### src/rtl/glb_mc_tag_bus_if.sv
// Bus-side bundle of the multicast tag bus: source push port plus the shared
// PE delivery port (per-PE valid/ready, one shared payload).
interface glb_mc_tag_bus_if #(
    parameter int DATA_WIDTH = 16,
    parameter int NUM_ROW    = 4,
    parameter int NUM_COL    = 8,
    parameter int TAG_W      = $clog2(NUM_COL) + 1
);
    logic                          in_valid;
    logic                          in_ready;
    logic [DATA_WIDTH-1:0]         in_data;
    logic [TAG_W-1:0]              in_row_tag;
    logic [TAG_W-1:0]              in_col_tag;
    logic [NUM_ROW*NUM_COL-1:0]    pe_valid;
    logic [NUM_ROW*NUM_COL-1:0]    pe_ready;
    logic [DATA_WIDTH-1:0]         pe_data;

    // Environment side: drives source words and PE readiness.
    modport master (
        output in_valid, in_data, in_row_tag, in_col_tag, pe_ready,
        input  in_ready, pe_valid, pe_data
    );

    // Bus side: accepts source words and presents them to the PEs.
    modport slave (
        input  in_valid, in_data, in_row_tag, in_col_tag, pe_ready,
        output in_ready, pe_valid, pe_data
    );
endinterface

### src/rtl/glb_mc_tag_bus.sv
// Global multicast tag bus: input FIFO feeding a single output stage whose
// pending mask selects every enabled PE whose row/col tags match the word.
// Tags come from automatic allocation (AUTO) or runtime cfg writes.
module glb_mc_tag_bus #(
    parameter int DATA_WIDTH = 16,
    parameter int NUM_ROW    = 4,
    parameter int NUM_COL    = 8,
    parameter int TAG_W      = $clog2(NUM_COL) + 1,
    parameter int FIFO_DEPTH = 4
) (
    input  logic                                 clk,
    input  logic                                 rst,
    input  logic                                 flush,
    input  logic                                 auto_req,
    input  logic [7:0]                           kernel_size,
    output logic                                 busy,
    input  logic                                 cfg_we,
    input  logic [$clog2(NUM_ROW*NUM_COL)-1:0]   cfg_idx,
    input  logic                                 cfg_en,
    input  logic [TAG_W-1:0]                     cfg_row_tag,
    input  logic [TAG_W-1:0]                     cfg_col_tag,
    glb_mc_tag_bus_if.slave                      bus,
    output logic                                 err_nomatch,
    output logic [15:0]                          drop_cnt
);
    localparam int NUM_PE = NUM_ROW * NUM_COL;
    localparam int IDX_W  = $clog2(NUM_PE);
    localparam int PTR_W  = $clog2(FIFO_DEPTH);
    localparam int ENT_W  = DATA_WIDTH + 2 * TAG_W;
    localparam logic [TAG_W-1:0] BCAST    = '1;
    localparam logic [PTR_W:0]   FULL_CNT = FIFO_DEPTH[PTR_W:0];
    localparam logic [IDX_W-1:0] LAST_IDX = IDX_W'(NUM_PE - 1);

    typedef enum logic [1:0] {S_AUTO, S_RUN, S_FLUSH} state_t;

    state_t             state_q, state_d;
    logic [IDX_W-1:0]   auto_idx_q, auto_idx_d;
    logic               flush_cnt_q, flush_cnt_d;
    logic               busy_q, busy_d;
    logic               in_ready_q, in_ready_d;

    logic [ENT_W-1:0]   fifo_mem [FIFO_DEPTH];
    logic [PTR_W-1:0]   wr_ptr_q, wr_ptr_d, rd_ptr_q, rd_ptr_d;
    logic [PTR_W:0]     count_q, count_d;

    logic [NUM_PE-1:0]  en_q;
    logic [TAG_W-1:0]   row_tag_q [NUM_PE];
    logic [TAG_W-1:0]   col_tag_q [NUM_PE];

    logic [NUM_PE-1:0]     pending_q, pending_d;
    logic [DATA_WIDTH-1:0] pe_data_q, pe_data_d;
    logic                  err_q, err_d;
    logic [15:0]           drop_cnt_q, drop_cnt_d;

    logic                  run, flush_now, push, load, auto_go;
    logic [NUM_PE-1:0]     pend_after, match;
    logic [DATA_WIDTH-1:0] head_data;
    logic [TAG_W-1:0]      head_row, head_col;
    logic [IDX_W-1:0]      auto_row, auto_col;
    logic                  auto_en;
    logic                  tag_we;
    logic [IDX_W-1:0]      tag_widx;
    logic                  tag_wen;
    logic [TAG_W-1:0]      tag_wrow, tag_wcol;

    assign run        = (state_q == S_RUN);
    assign flush_now  = flush && (run || state_q == S_FLUSH);
    assign pend_after = pending_q & ~bus.pe_ready;
    // in_ready_q is only ever high in RUN, so it already gates the push.
    assign push       = bus.in_valid && in_ready_q && !flush_now;
    // Stage reloads on the same edge it frees, giving 1 word/cycle.
    assign load       = run && !flush && (pend_after == '0) && (count_q != '0);
    assign auto_go    = run && !flush && auto_req && (count_q == '0) && (pending_q == '0);

    assign {head_row, head_col, head_data} = fifo_mem[rd_ptr_q];

    // Match mask for the FIFO head against the tags as they stand now.
    for (genvar gi = 0; gi < NUM_PE; gi++) begin : g_match
        assign match[gi] = en_q[gi]
                        && (head_row == row_tag_q[gi] || head_row == BCAST)
                        && (head_col == col_tag_q[gi] || head_col == BCAST);
    end

    // Automatic allocation: PE(r,c) enabled when both r and c are below kernel_size.
    assign auto_row = auto_idx_q / IDX_W'(NUM_COL);
    assign auto_col = auto_idx_q % IDX_W'(NUM_COL);
    assign auto_en  = (32'(auto_col) < 32'(kernel_size)) && (32'(auto_row) < 32'(kernel_size));

    // Select the tag write source: allocation walk in AUTO, cfg port in RUN.
    always_comb begin
        tag_we   = 1'b0;
        tag_widx = cfg_idx;
        tag_wen  = cfg_en;
        tag_wrow = cfg_row_tag;
        tag_wcol = cfg_col_tag;
        if (state_q == S_AUTO) begin
            tag_we   = 1'b1;
            tag_widx = auto_idx_q;
            tag_wen  = auto_en;
            tag_wrow = TAG_W'(auto_row);
            tag_wcol = TAG_W'(auto_col);
        end else if (run && !flush && cfg_we) begin
            tag_we   = 1'b1;
        end
    end

    // Next-state logic for AUTO walk, RUN and the two-cycle FLUSH.
    always_comb begin
        state_d     = state_q;
        auto_idx_d  = auto_idx_q;
        flush_cnt_d = flush_cnt_q;
        case (state_q)
            S_AUTO: begin
                auto_idx_d = auto_idx_q + IDX_W'(1);
                if (auto_idx_q == LAST_IDX) begin
                    state_d    = S_RUN;
                    auto_idx_d = '0;
                end
            end
            S_RUN: begin
                if (flush) begin
                    state_d     = S_FLUSH;
                    flush_cnt_d = 1'b0;
                end else if (auto_go) begin
                    state_d    = S_AUTO;
                    auto_idx_d = '0;
                end
            end
            S_FLUSH: begin
                if (flush) begin
                    flush_cnt_d = 1'b0;
                end else if (flush_cnt_q) begin
                    state_d = S_RUN;
                end else begin
                    flush_cnt_d = 1'b1;
                end
            end
            default: state_d = S_AUTO;
        endcase
        busy_d = (state_d != S_RUN);
    end

    // FIFO pointer/occupancy update; flush empties it outright.
    always_comb begin
        wr_ptr_d = push ? wr_ptr_q + PTR_W'(1) : wr_ptr_q;
        rd_ptr_d = load ? rd_ptr_q + PTR_W'(1) : rd_ptr_q;
        count_d  = count_q;
        if (push && !load)
            count_d = count_q + (PTR_W+1)'(1);
        else if (!push && load)
            count_d = count_q - (PTR_W+1)'(1);
        if (flush_now) begin
            wr_ptr_d = '0;
            rd_ptr_d = '0;
            count_d  = '0;
        end
        in_ready_d = (state_d == S_RUN) && (count_d != FULL_CNT);
    end

    // Output stage: retire accepting PEs, load the head, or drop an unmatched word.
    always_comb begin
        pending_d  = pend_after;
        pe_data_d  = pe_data_q;
        err_d      = 1'b0;
        drop_cnt_d = drop_cnt_q;
        if (flush_now) begin
            pending_d = '0;
        end else if (load) begin
            if (match != '0) begin
                pending_d = match;
                pe_data_d = head_data;
            end else begin
                pending_d = '0;
                err_d     = 1'b1;
                if (drop_cnt_q != 16'hFFFF)
                    drop_cnt_d = drop_cnt_q + 16'd1;
            end
        end
    end

    // FSM registers and its registered outputs.
    always_ff @(posedge clk or posedge rst) begin
        if (rst) begin
            state_q     <= S_AUTO;
            auto_idx_q  <= '0;
            flush_cnt_q <= 1'b0;
            busy_q      <= 1'b1;
            in_ready_q  <= 1'b0;
        end else begin
            state_q     <= state_d;
            auto_idx_q  <= auto_idx_d;
            flush_cnt_q <= flush_cnt_d;
            busy_q      <= busy_d;
            in_ready_q  <= in_ready_d;
        end
    end

    // FIFO pointers and occupancy.
    always_ff @(posedge clk or posedge rst) begin
        if (rst) begin
            wr_ptr_q <= '0;
            rd_ptr_q <= '0;
            count_q  <= '0;
        end else begin
            wr_ptr_q <= wr_ptr_d;
            rd_ptr_q <= rd_ptr_d;
            count_q  <= count_d;
        end
    end

    // FIFO storage; contents are only meaningful below count_q.
    always_ff @(posedge clk) begin
        if (push)
            fifo_mem[wr_ptr_q] <= {bus.in_row_tag, bus.in_col_tag, bus.in_data};
    end

    // Per-PE tag registers.
    for (genvar gi = 0; gi < NUM_PE; gi++) begin : g_tag
        logic sel;
        assign sel = tag_we && (tag_widx == IDX_W'(gi));
        // Update this PE's enable and tags when it is the write target.
        always_ff @(posedge clk or posedge rst) begin
            if (rst) begin
                en_q[gi]      <= 1'b0;
                row_tag_q[gi] <= '0;
                col_tag_q[gi] <= '0;
            end else if (sel) begin
                en_q[gi]      <= tag_wen;
                row_tag_q[gi] <= tag_wrow;
                col_tag_q[gi] <= tag_wcol;
            end
        end
    end

    // Output stage and drop reporting registers.
    always_ff @(posedge clk or posedge rst) begin
        if (rst) begin
            pending_q  <= '0;
            pe_data_q  <= '0;
            err_q      <= 1'b0;
            drop_cnt_q <= '0;
        end else begin
            pending_q  <= pending_d;
            pe_data_q  <= pe_data_d;
            err_q      <= err_d;
            drop_cnt_q <= drop_cnt_d;
        end
    end

    assign busy         = busy_q;
    assign bus.in_ready = in_ready_q;
    assign bus.pe_valid = pending_q;
    assign bus.pe_data  = pe_data_q;
    assign err_nomatch  = err_q;
    assign drop_cnt     = drop_cnt_q;
endmodule

### src/flat_wrapper.sv
// flat-port wrapper written by rule: the top's interface ports become plain ports
module glb_mc_tag_bus_flat 
#(
    parameter int DATA_WIDTH = 16,
    parameter int NUM_ROW    = 4,
    parameter int NUM_COL    = 8,
    parameter int TAG_W      = $clog2(NUM_COL) + 1,
    parameter int FIFO_DEPTH = 4
)
  (clk, rst, flush, auto_req, kernel_size, busy, cfg_we, cfg_idx, cfg_en, cfg_row_tag, cfg_col_tag, err_nomatch, drop_cnt, bus_in_valid, bus_in_data, bus_in_row_tag, bus_in_col_tag, bus_pe_ready, bus_in_ready, bus_pe_valid, bus_pe_data);
  glb_mc_tag_bus_if #(.DATA_WIDTH(DATA_WIDTH), .NUM_ROW(NUM_ROW), .NUM_COL(NUM_COL), .TAG_W(TAG_W)) bus_i ();
  input  logic clk;
  input  logic rst;
  input  logic flush;
  input  logic auto_req;
  input  logic [7:0] kernel_size;
  output logic busy;
  input  logic cfg_we;
  input  logic [$clog2(NUM_ROW*NUM_COL)-1:0] cfg_idx;
  input  logic cfg_en;
  input  logic [TAG_W-1:0] cfg_row_tag;
  input  logic [TAG_W-1:0] cfg_col_tag;
  output logic err_nomatch;
  output logic [15:0] drop_cnt;
  input wire logic [$bits(bus_i.in_valid)-1:0] bus_in_valid;
  input wire logic [$bits(bus_i.in_data)-1:0] bus_in_data;
  input wire logic [$bits(bus_i.in_row_tag)-1:0] bus_in_row_tag;
  input wire logic [$bits(bus_i.in_col_tag)-1:0] bus_in_col_tag;
  input wire logic [$bits(bus_i.pe_ready)-1:0] bus_pe_ready;
  output wire logic [$bits(bus_i.in_ready)-1:0] bus_in_ready;
  output wire logic [$bits(bus_i.pe_valid)-1:0] bus_pe_valid;
  output wire logic [$bits(bus_i.pe_data)-1:0] bus_pe_data;
  assign bus_i.in_valid = bus_in_valid;
  assign bus_i.in_data = bus_in_data;
  assign bus_i.in_row_tag = bus_in_row_tag;
  assign bus_i.in_col_tag = bus_in_col_tag;
  assign bus_i.pe_ready = bus_pe_ready;
  assign bus_in_ready = bus_i.in_ready;
  assign bus_pe_valid = bus_i.pe_valid;
  assign bus_pe_data = bus_i.pe_data;
  glb_mc_tag_bus #(.DATA_WIDTH(DATA_WIDTH), .NUM_ROW(NUM_ROW), .NUM_COL(NUM_COL), .TAG_W(TAG_W), .FIFO_DEPTH(FIFO_DEPTH)) u_core (.clk(clk), .rst(rst), .flush(flush), .auto_req(auto_req), .kernel_size(kernel_size), .busy(busy), .cfg_we(cfg_we), .cfg_idx(cfg_idx), .cfg_en(cfg_en), .cfg_row_tag(cfg_row_tag), .cfg_col_tag(cfg_col_tag), .bus(bus_i), .err_nomatch(err_nomatch), .drop_cnt(drop_cnt));
endmodule
### config.mk
export PLATFORM = sky130hd
export DESIGN_NAME = glb_mc_tag_bus_flat
export DESIGN_NICKNAME = d
export VERILOG_FILES = /design/src/rtl/glb_mc_tag_bus_if.sv /design/src/rtl/glb_mc_tag_bus.sv /design/src/flat_wrapper.sv
export SDC_FILE = /design/constraint.sdc
export NUM_CORES = 1
export LEC_CHECK = 0
export ABC_CLOCK_PERIOD_IN_PS = 24100
export CAP_MARGIN = 20
export CORE_MARGIN = 5
export CORE_UTILIZATION = 55
export CTS_BUF_LIST = sky130_fd_sc_hd__clkbuf_8
export DETAILED_ROUTE_END_ITERATION = 12
export GPL_ROUTABILITY_DRIVEN = 0
export PLACE_DENSITY_LB_ADDON = 0.2
export SLEW_MARGIN = 20
export SYNTH_ARGS = -nofsm -noshare
export SYNTH_HDL_FRONTEND = slang
export SYNTH_SLANG_ARGS = --single-unit
### constraint.sdc
create_clock -name clk -period 24.1 [get_ports clk]
set_input_delay 2.41 -clock clk [delete_from_list [all_inputs] [get_ports clk]]
set_output_delay 2.41 -clock clk [all_outputs]
set_load 0.1 [all_outputs]
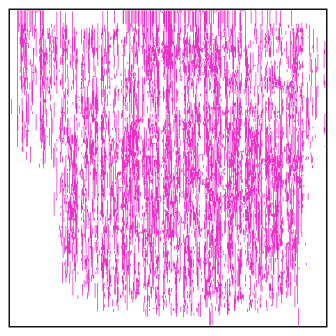
**Above:** run 1 (M2 wires).
The longest straight run is 91.8 um. The layer holds 48% of the routed length. The wires run mostly vertical. The layer carries 28.7 mm of wire.
met2 layer usage reported by global route: 0.445
number of vias in the routed layout: 15.7k
WL final: 59300 um

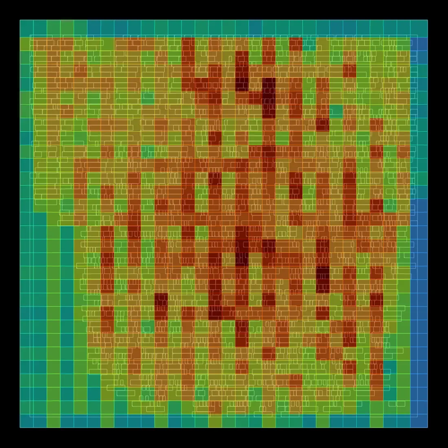
**Above:** run 1 (track usage over the die).
global router's overall resource usage: 0.270
final design utilization: 0.643
Most Crowded Layer GR: met2
WL per Instance: 21.6 um
GR met3 Demand/Resource: 0.0471

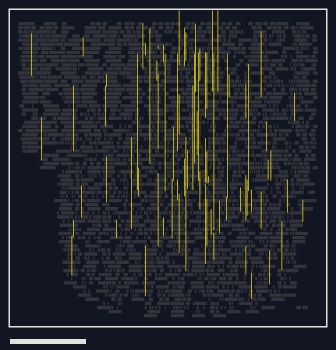
**Above:** run 1 (M4 wires).
Bar = 50 um. Cells faint in the background.
51 nets have wire on it. The layer holds 4.5% of the routed length. The wires run mostly vertical.

==> impl_summary.log, run 1 <==
[report] implementation figures
[metrics] chip width: 209 um
[metrics] # diodes: 1
[metrics] net count after synthesis: 2135
[metrics] data required time of the critical path: 24.64 ns
[metrics] multiplexer share of the synthesized area: 0.0385
[metrics] Skew-Pair Late Insertion Delay: approximately 0.66 ns
[metrics] clk_buf instances: 83
[metrics] Top cells excl fill/tap: 375 x sky130_fd_sc_hd__nand2_1, 368 x sky130_fd_sc_hd__dfrtp_1, 299 x sky130_fd_sc_hd__o21ai_0, 218 x sky130_fd_sc_hd__xnor2_1, 150 x sky130_fd_sc_hd__clkdlybuf4s50_1
[metrics] highest signal layer in the routed design: met4
[metrics] standard cell core area: 38900 um^2
[metrics] placed cell count: 2615
[metrics] number of inserted filler cells in the final layout: 3130
[metrics] total grt overflow: 0
[metrics] Power Internal: 1.62 mW
[metrics] count of cell instances traversed by the critical path: 12
[metrics] ao+oa area frac: 0.114
[metrics] registers with the most flip-flops: u_core.col_tag_q: 128 flops, u_core.row_tag_q: 128 flops, u_core.fifo_mem: 96 flops
[metrics] post-synthesis instance area: 21800 um^2
[metrics] hold path startpoint: u_core.en_q[9]$_DFFE_PP0P_
[metrics] seq_cells: 466
[metrics] placed cell area: 23600 um^2
[metrics] power dissipated in the clock network: approximately 0.64 mW
[metrics] PnR Total Power: ~2.8 mW
[metrics] number of instances in the synthesized netlist: 2034
[metrics] final setup violation count: 0
[metrics] arithmetic-cell share of the synthesized area counting full adders, half adders and majority gates: 0.0107
[metrics] dominant kind of cell: registers
[metrics] category of the worst setup path launch point: register
[metrics] Layout Skew: 0.0300 ns
[metrics] synthesized area per cell: 10.7 um^2
[metrics] number of cells traversed by the worst hold path: 2
[metrics] growth of design area from synthesis to finish: 14.9%
[metrics] Max-area cell share: 0.424
[metrics] fraction of power spent switching nets: 0.410
[metrics] share of the cycle needed by the critical path after routing: 0.230
[metrics] ratio of total power to cell area: 110 nW/um^2
[metrics] Achievable Freq: 180 MHz
[metrics] dominant cells by area after synthesis: sky130_fd_sc_hd__dfrtp_1 42%, sky130_fd_sc_hd__edfxtp_1 13%, sky130_fd_sc_hd__xnor2_1 8.8%, sky130_fd_sc_hd__o21ai_0 6.9%, sky130_fd_sc_hd__nand2_1 6.5%
[metrics] maximum clock path buffer count: 3
[metrics] proportion of power drawn by the clock network: 0.233
[metrics] final-layout clock-cell area share: 0.0557
[metrics] Comb/total area: 0.356
[metrics] fraction of the yosys area taken by sequential cells: 0.558
[metrics] Slew @ Worst Pin: 1.08 ns
[metrics] clock-pin transition on the worst setup and hold timing paths: 0.06 ns
[metrics] hpwl dp: roughly 38000 um
[metrics] Seq area share: 0.485
[metrics] Worst Hold Margin: 0.480 ns
[metrics] largest net degree at the start of global routing: 118
[metrics] post-route cell area: 25000 um^2
[metrics] flip-flop and latch area: roughly 12000 um^2
[metrics] number of buffer cells added on primary ports: about 150
[metrics] top cell type by total area after synthesis: sky130_fd_sc_hd__dfrtp_1
[metrics] worst endpoint data arrival time: 6.09 ns
[metrics] Starting DRT DRC Count: 1408
[metrics] Comb pwr share: 0.389
[metrics] yosys synthesis warning count: 0
[metrics] critical-path cell list: buf_4, mux4_2, buf_4, o21ai_4, buf_4, a21boi_0, a2111oi_0, nand3_1, nor4_2, nand4_1, or3_1, xnor2_1
[metrics] sequential power: 1.04 mW
[metrics] Final Instance Count excl. Fillers: around 2.7k
[metrics] number of placement rows: 72
[metrics] cell count listed in synth_stat.txt: 2034
[metrics] Post-synth EDFFs: 96
[metrics] dominant register cell: sky130_fd_sc_hd__dfrtp_1
[metrics] synthesized flop and latch total: 466
[metrics] Distinct lib cells used: 71
[metrics] Bufs and invs on worst path: 3
[metrics] Reg-to-Reg End: u_core.drop_cnt[5]$_DFFE_PP0P_
[metrics] endpoint of the worst setup timing path: u_core.drop_cnt[5]$_DFFE_PP0P_
[metrics] worst setup slack after placement: 17.96 ns
[metrics] Logic cell area: between 8000 and 9000 um^2
[metrics] antenna violations before repair: 1
[metrics] met1 GRT Util: 0.358
[metrics] Root Buffer: sky130_fd_sc_hd__clkbuf_8
[metrics] number of tap cells inserted: 518
[metrics] unrepaired setup endpoints after global routing: no
[metrics] count of maximum capacitance violations: 0
[metrics] cell depth of the worst flop-to-flop path: 12
[metrics] shortest clock period the worst path allows after layout: 5.55 ns
[metrics] cell leakage power: 10.6 nW
[metrics] simple logic cell fraction of the synthesized area: 0.130
[metrics] number of levels the H-tree was split into: 3
[metrics] post-synthesis share of cell area spent on xor and xnor gates: 0.111
[metrics] portion of total power attributed to sequential cells: 0.377
[metrics] TritonRoute pass-1 iters: 6
[metrics] maximum fanout along the worst path: 41
[metrics] chip footprint: around 44000 um^2
[metrics] number of sinks handled by clock tree synthesis: 466
[metrics] Log Warnings: 37
[metrics] kind of cell adding the most delay to the critical path: simple AND/OR/NAND/NOR gates
[metrics] most frequent logic cell in the layout: sky130_fd_sc_hd__nand2_1
[metrics] number of logic inverters in the finished layout: 50
[metrics] Die Y-Extent: 209 um
[metrics] final worst setup slack: 18.55 ns
[metrics] # hold bufs at CTS: 0
[metrics] critical path capture point type: register
[metrics] post-CTS setup buffer count: 0
[metrics] share of cells above drive strength 1: 0.0861
[metrics] Hold Path Class: reg -> reg
[metrics] post-cts gate resize count: 0
[metrics] final tally of hold violations: 0
[metrics] first-pass GRT wire length: slightly above 90000 um
[metrics] capture endpoint of the worst hold path: u_core.en_q[9]$_DFFE_PP0P_
[metrics] combinational power: 1.07 mW
[metrics] Data buffer area share: 0.0696
[metrics] worst rel slew slack: 0.274
[metrics] status: finished clean
[metrics] peak supply drop: 73.7 uV
[metrics] starting density of the core: 0.559
[metrics] Antenna Nets Post-Route: 0
[metrics] summed standard-cell area reported by yosys: 21800 um^2
[metrics] Synth logic family: simple AND/OR/NAND/NOR gates
[metrics] dominant cell by count in the synthesized netlist: sky130_fd_sc_hd__nand2_1
[metrics] Crit Reg-Reg Startpoint: u_core.rd_ptr_q[1]$_DFFE_PP0P_
[metrics] net switching power: 1.13 mW
[metrics] async set-reset flop share out of synthesis: 0.794
[metrics] count of nets after finishing: 2277
[metrics] cell repeated most along the worst path: sky130_fd_sc_hd__buf_4
## Run 2: what changed since run 1
--- a/config.mk
+++ b/config.mk
@@ -5,7 +5,7 @@
 export SDC_FILE = /design/constraint.sdc
 export NUM_CORES = 1
 export LEC_CHECK = 0
-export ABC_CLOCK_PERIOD_IN_PS = 24100
+export ABC_CLOCK_PERIOD_IN_PS = 5000
 export CAP_MARGIN = 20
 export CORE_MARGIN = 5
 export CORE_UTILIZATION = 55
==> constraint.sdc (replaced) <==
create_clock -name clk -period 5 [get_ports clk]
set_input_delay 0.5 -clock clk [delete_from_list [all_inputs] [get_ports clk]]
set_output_delay 0.5 -clock clk [all_outputs]
set_load 0.1 [all_outputs]
==> impl_summary.log, run 2 <==
[report] implementation figures
[metrics] data required time of the critical path: 5.52 ns (-19.12 ns)
[metrics] final worst setup slack: 0.282 ns (-18.26 ns)
[metrics] yosys synthesis warning count: 0 (unchanged)
[metrics] proportion of power drawn by the clock network: 0.260 (+0.027)
[metrics] Distinct lib cells used: 71 (unchanged)
[metrics] WL per Instance: 21.6 um (+0.11%)
[metrics] placed cell count: 2634 (+0.73%)
[metrics] dominant kind of cell: registers
[metrics] summed standard-cell area reported by yosys: 21800 um^2 (unchanged)
[metrics] cell count listed in synth_stat.txt: 2034 (unchanged)
[metrics] Worst Hold Margin: 0.240 ns (-0.240 ns)
[metrics] top cell type by total area after synthesis: sky130_fd_sc_hd__dfrtp_1
[metrics] dominant cell by count in the synthesized netlist: sky130_fd_sc_hd__nand2_1
[metrics] chip width: 209 um (unchanged)
[metrics] PnR Total Power: 13.9 mW (+410%)
[metrics] total grt overflow: 0 (unchanged)
[metrics] post-cts gate resize count: 0 (unchanged)
[metrics] Skew-Pair Late Insertion Delay: 0.65 ns (about the same)
[metrics] growth of design area from synthesis to finish: 17.4%
[metrics] Log Warnings: 39 (+5.4%)
[metrics] number of inserted filler cells in the final layout: 3054 (-2.4%)
[metrics] registers with the most flip-flops: u_core.col_tag_q: 128 flops, u_core.row_tag_q: 128 flops, u_core.fifo_mem: 96 flops
[metrics] antenna violations before repair: 1 (unchanged)
[metrics] sequential power: 5.07 mW (+390%)
[metrics] final design utilization: 0.657 (+0.0137)
[metrics] Achievable Freq: 212 MHz (+18%)
[metrics] number of instances in the synthesized netlist: 2034 (unchanged)
[metrics] share of cells above drive strength 1: 0.102 (+0.0154)
[metrics] cell depth of the worst flop-to-flop path: 12 (unchanged)
[metrics] category of the worst setup path launch point: register
[metrics] clock-pin transition on the worst setup and hold timing paths: 0.06 ns (about the same)
[metrics] highest signal layer in the routed design: met5
[metrics] TritonRoute pass-1 iters: 7 (+1)
[metrics] maximum clock path buffer count: 3 (unchanged)
[metrics] synthesized flop and latch total: 466 (unchanged)
[metrics] worst endpoint data arrival time: 5.24 ns (-0.85 ns)
[metrics] simple logic cell fraction of the synthesized area: 0.130 (unchanged)
[metrics] status: finished clean
[metrics] final tally of hold violations: 0 (unchanged)
[metrics] unrepaired setup endpoints after global routing: no
[metrics] Logic cell area: 8890 um^2 (about the same)
[metrics] peak supply drop: 375 uV (+410%)
[metrics] Starting DRT DRC Count: 1480 (+5.1%)
[metrics] kind of cell adding the most delay to the critical path: simple AND/OR/NAND/NOR gates
[metrics] seq_cells: 466 (unchanged)
[metrics] largest net degree at the start of global routing: 121 (+2.5%)
[metrics] placed cell area: 23800 um^2 (+0.84%)
[metrics] power dissipated in the clock network: 3.63 mW (+470%)
[metrics] most frequent logic cell in the layout: sky130_fd_sc_hd__nand2_1
[metrics] post-route cell area: 25600 um^2 (+2.1%)
[metrics] multiplexer share of the synthesized area: 0.0385 (unchanged)
[metrics] final-layout clock-cell area share: 0.0676 (+0.0119)
[metrics] Antenna Nets Post-Route: 0 (unchanged)
[metrics] fraction of power spent switching nets: 0.395 (-0.0145)
[metrics] share of the cycle needed by the critical path after routing: 0.944 (+0.713)
[metrics] number of tap cells inserted: 518 (unchanged)
[metrics] ao+oa area frac: 0.114 (unchanged)
[metrics] Top cells excl fill/tap: 378 x sky130_fd_sc_hd__nand2_1, 368 x sky130_fd_sc_hd__dfrtp_1, 300 x sky130_fd_sc_hd__o21ai_0, 218 x sky130_fd_sc_hd__xnor2_1, 150 x sky130_fd_sc_hd__clkdlybuf4s50_1
[metrics] Most Crowded Layer GR: met2
[metrics] critical path capture point type: register
[metrics] combinational power: 5.24 mW (+390%)
[metrics] Bufs and invs on worst path: 2 (-1)
[metrics] Root Buffer: sky130_fd_sc_hd__clkbuf_8
[metrics] GR met3 Demand/Resource: 0.0607 (+0.0136)
[metrics] # hold bufs at CTS: 0 (unchanged)
[metrics] dominant cells by area after synthesis: sky130_fd_sc_hd__dfrtp_1 42%, sky130_fd_sc_hd__edfxtp_1 13%, sky130_fd_sc_hd__xnor2_1 8.8%, sky130_fd_sc_hd__o21ai_0 6.9%, sky130_fd_sc_hd__nand2_1 6.5%
[metrics] maximum fanout along the worst path: 25 (-39%)
[metrics] critical-path cell list: mux4_2, xnor2_1, nand4_1, a21boi_0, a2111oi_0, buf_4, nand3_1, nor4_2, nand4_1, buf_4, or3_1, xnor2_1
[metrics] net count after synthesis: 2135 (unchanged)
[metrics] post-CTS setup buffer count: 0 (unchanged)
[metrics] number of levels the H-tree was split into: 3 (unchanged)
[metrics] clk_buf instances: 103 (+24%)
[metrics] count of cell instances traversed by the critical path: 12 (unchanged)
[metrics] Comb pwr share: 0.376 (-0.013)
[metrics] count of nets after finishing: 2299 (+0.97%)
[metrics] fraction of the yosys area taken by sequential cells: 0.558 (unchanged)
[metrics] chip footprint: 43700 um^2 (unchanged)
[metrics] Synth logic family: simple AND/OR/NAND/NOR gates
[metrics] hpwl dp: 41100 um (+9.1%)
[metrics] first-pass GRT wire length: 93800 um (+1.6%)
[metrics] worst rel slew slack: 0.249 (-0.0250)
[metrics] post-synthesis instance area: 21800 um^2 (unchanged)
[metrics] worst setup slack after placement: 0.394 ns (-17.56 ns)
[metrics] final setup violation count: 0 (unchanged)
[metrics] # diodes: 0 (-1)
[metrics] global router's overall resource usage: 0.274 (+0.00334)
[metrics] number of buffer cells added on primary ports: 150 (unchanged)
[metrics] Crit Reg-Reg Startpoint: u_core.rd_ptr_q[0]$_DFFE_PP0P_
[metrics] starting density of the core: 0.559 (unchanged)
[metrics] standard cell core area: 38900 um^2 (unchanged)
[metrics] net switching power: 5.51 mW (+390%)
[metrics] endpoint of the worst setup timing path: u_core.drop_cnt[5]$_DFFE_PP0P_
[metrics] Hold Path Class: in -> async
[metrics] portion of total power attributed to sequential cells: 0.364 (-0.013)
[metrics] async set-reset flop share out of synthesis: 0.794 (unchanged)
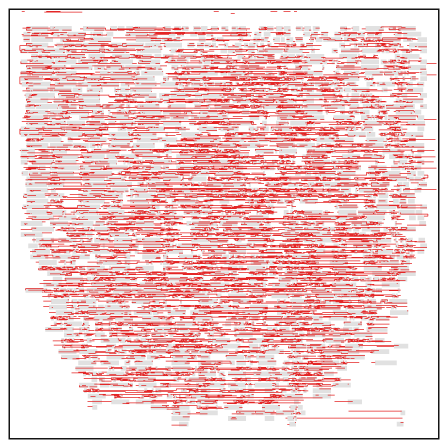
**Above:** run 2 (the metal 1 layer).
Cells faint in the background.
The longest straight run is 61.2 um. 2165 nets have wire on it. The layer carries 25.0 mm of wire. The layer holds 42% of the routed length. The wires run mostly horizontal.
number of vias in the routed layout: 16.0k
met1 GRT Util: 0.368
WL final: 60100 um

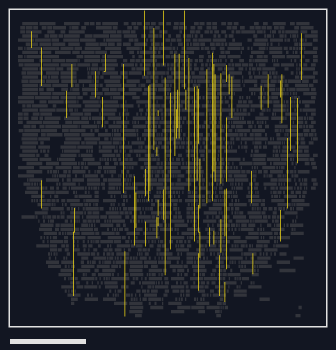
**Above:** run 2 (M4 wires).
Bar = 50 um. Cells faint in the background.
The longest straight run is 131 um. 48 nets have wire on it. The layer carries 2590 um of wire. The layer holds 4.3% of the routed length. The wires run mostly vertical.

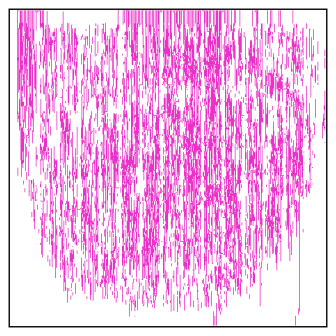
**Above:** run 2 (M2 wires).
The longest straight run is 92.0 um. 1914 nets have wire on it.
met2 layer usage reported by global route: 0.434

Power is estimated from default activity; no workload was simulated.
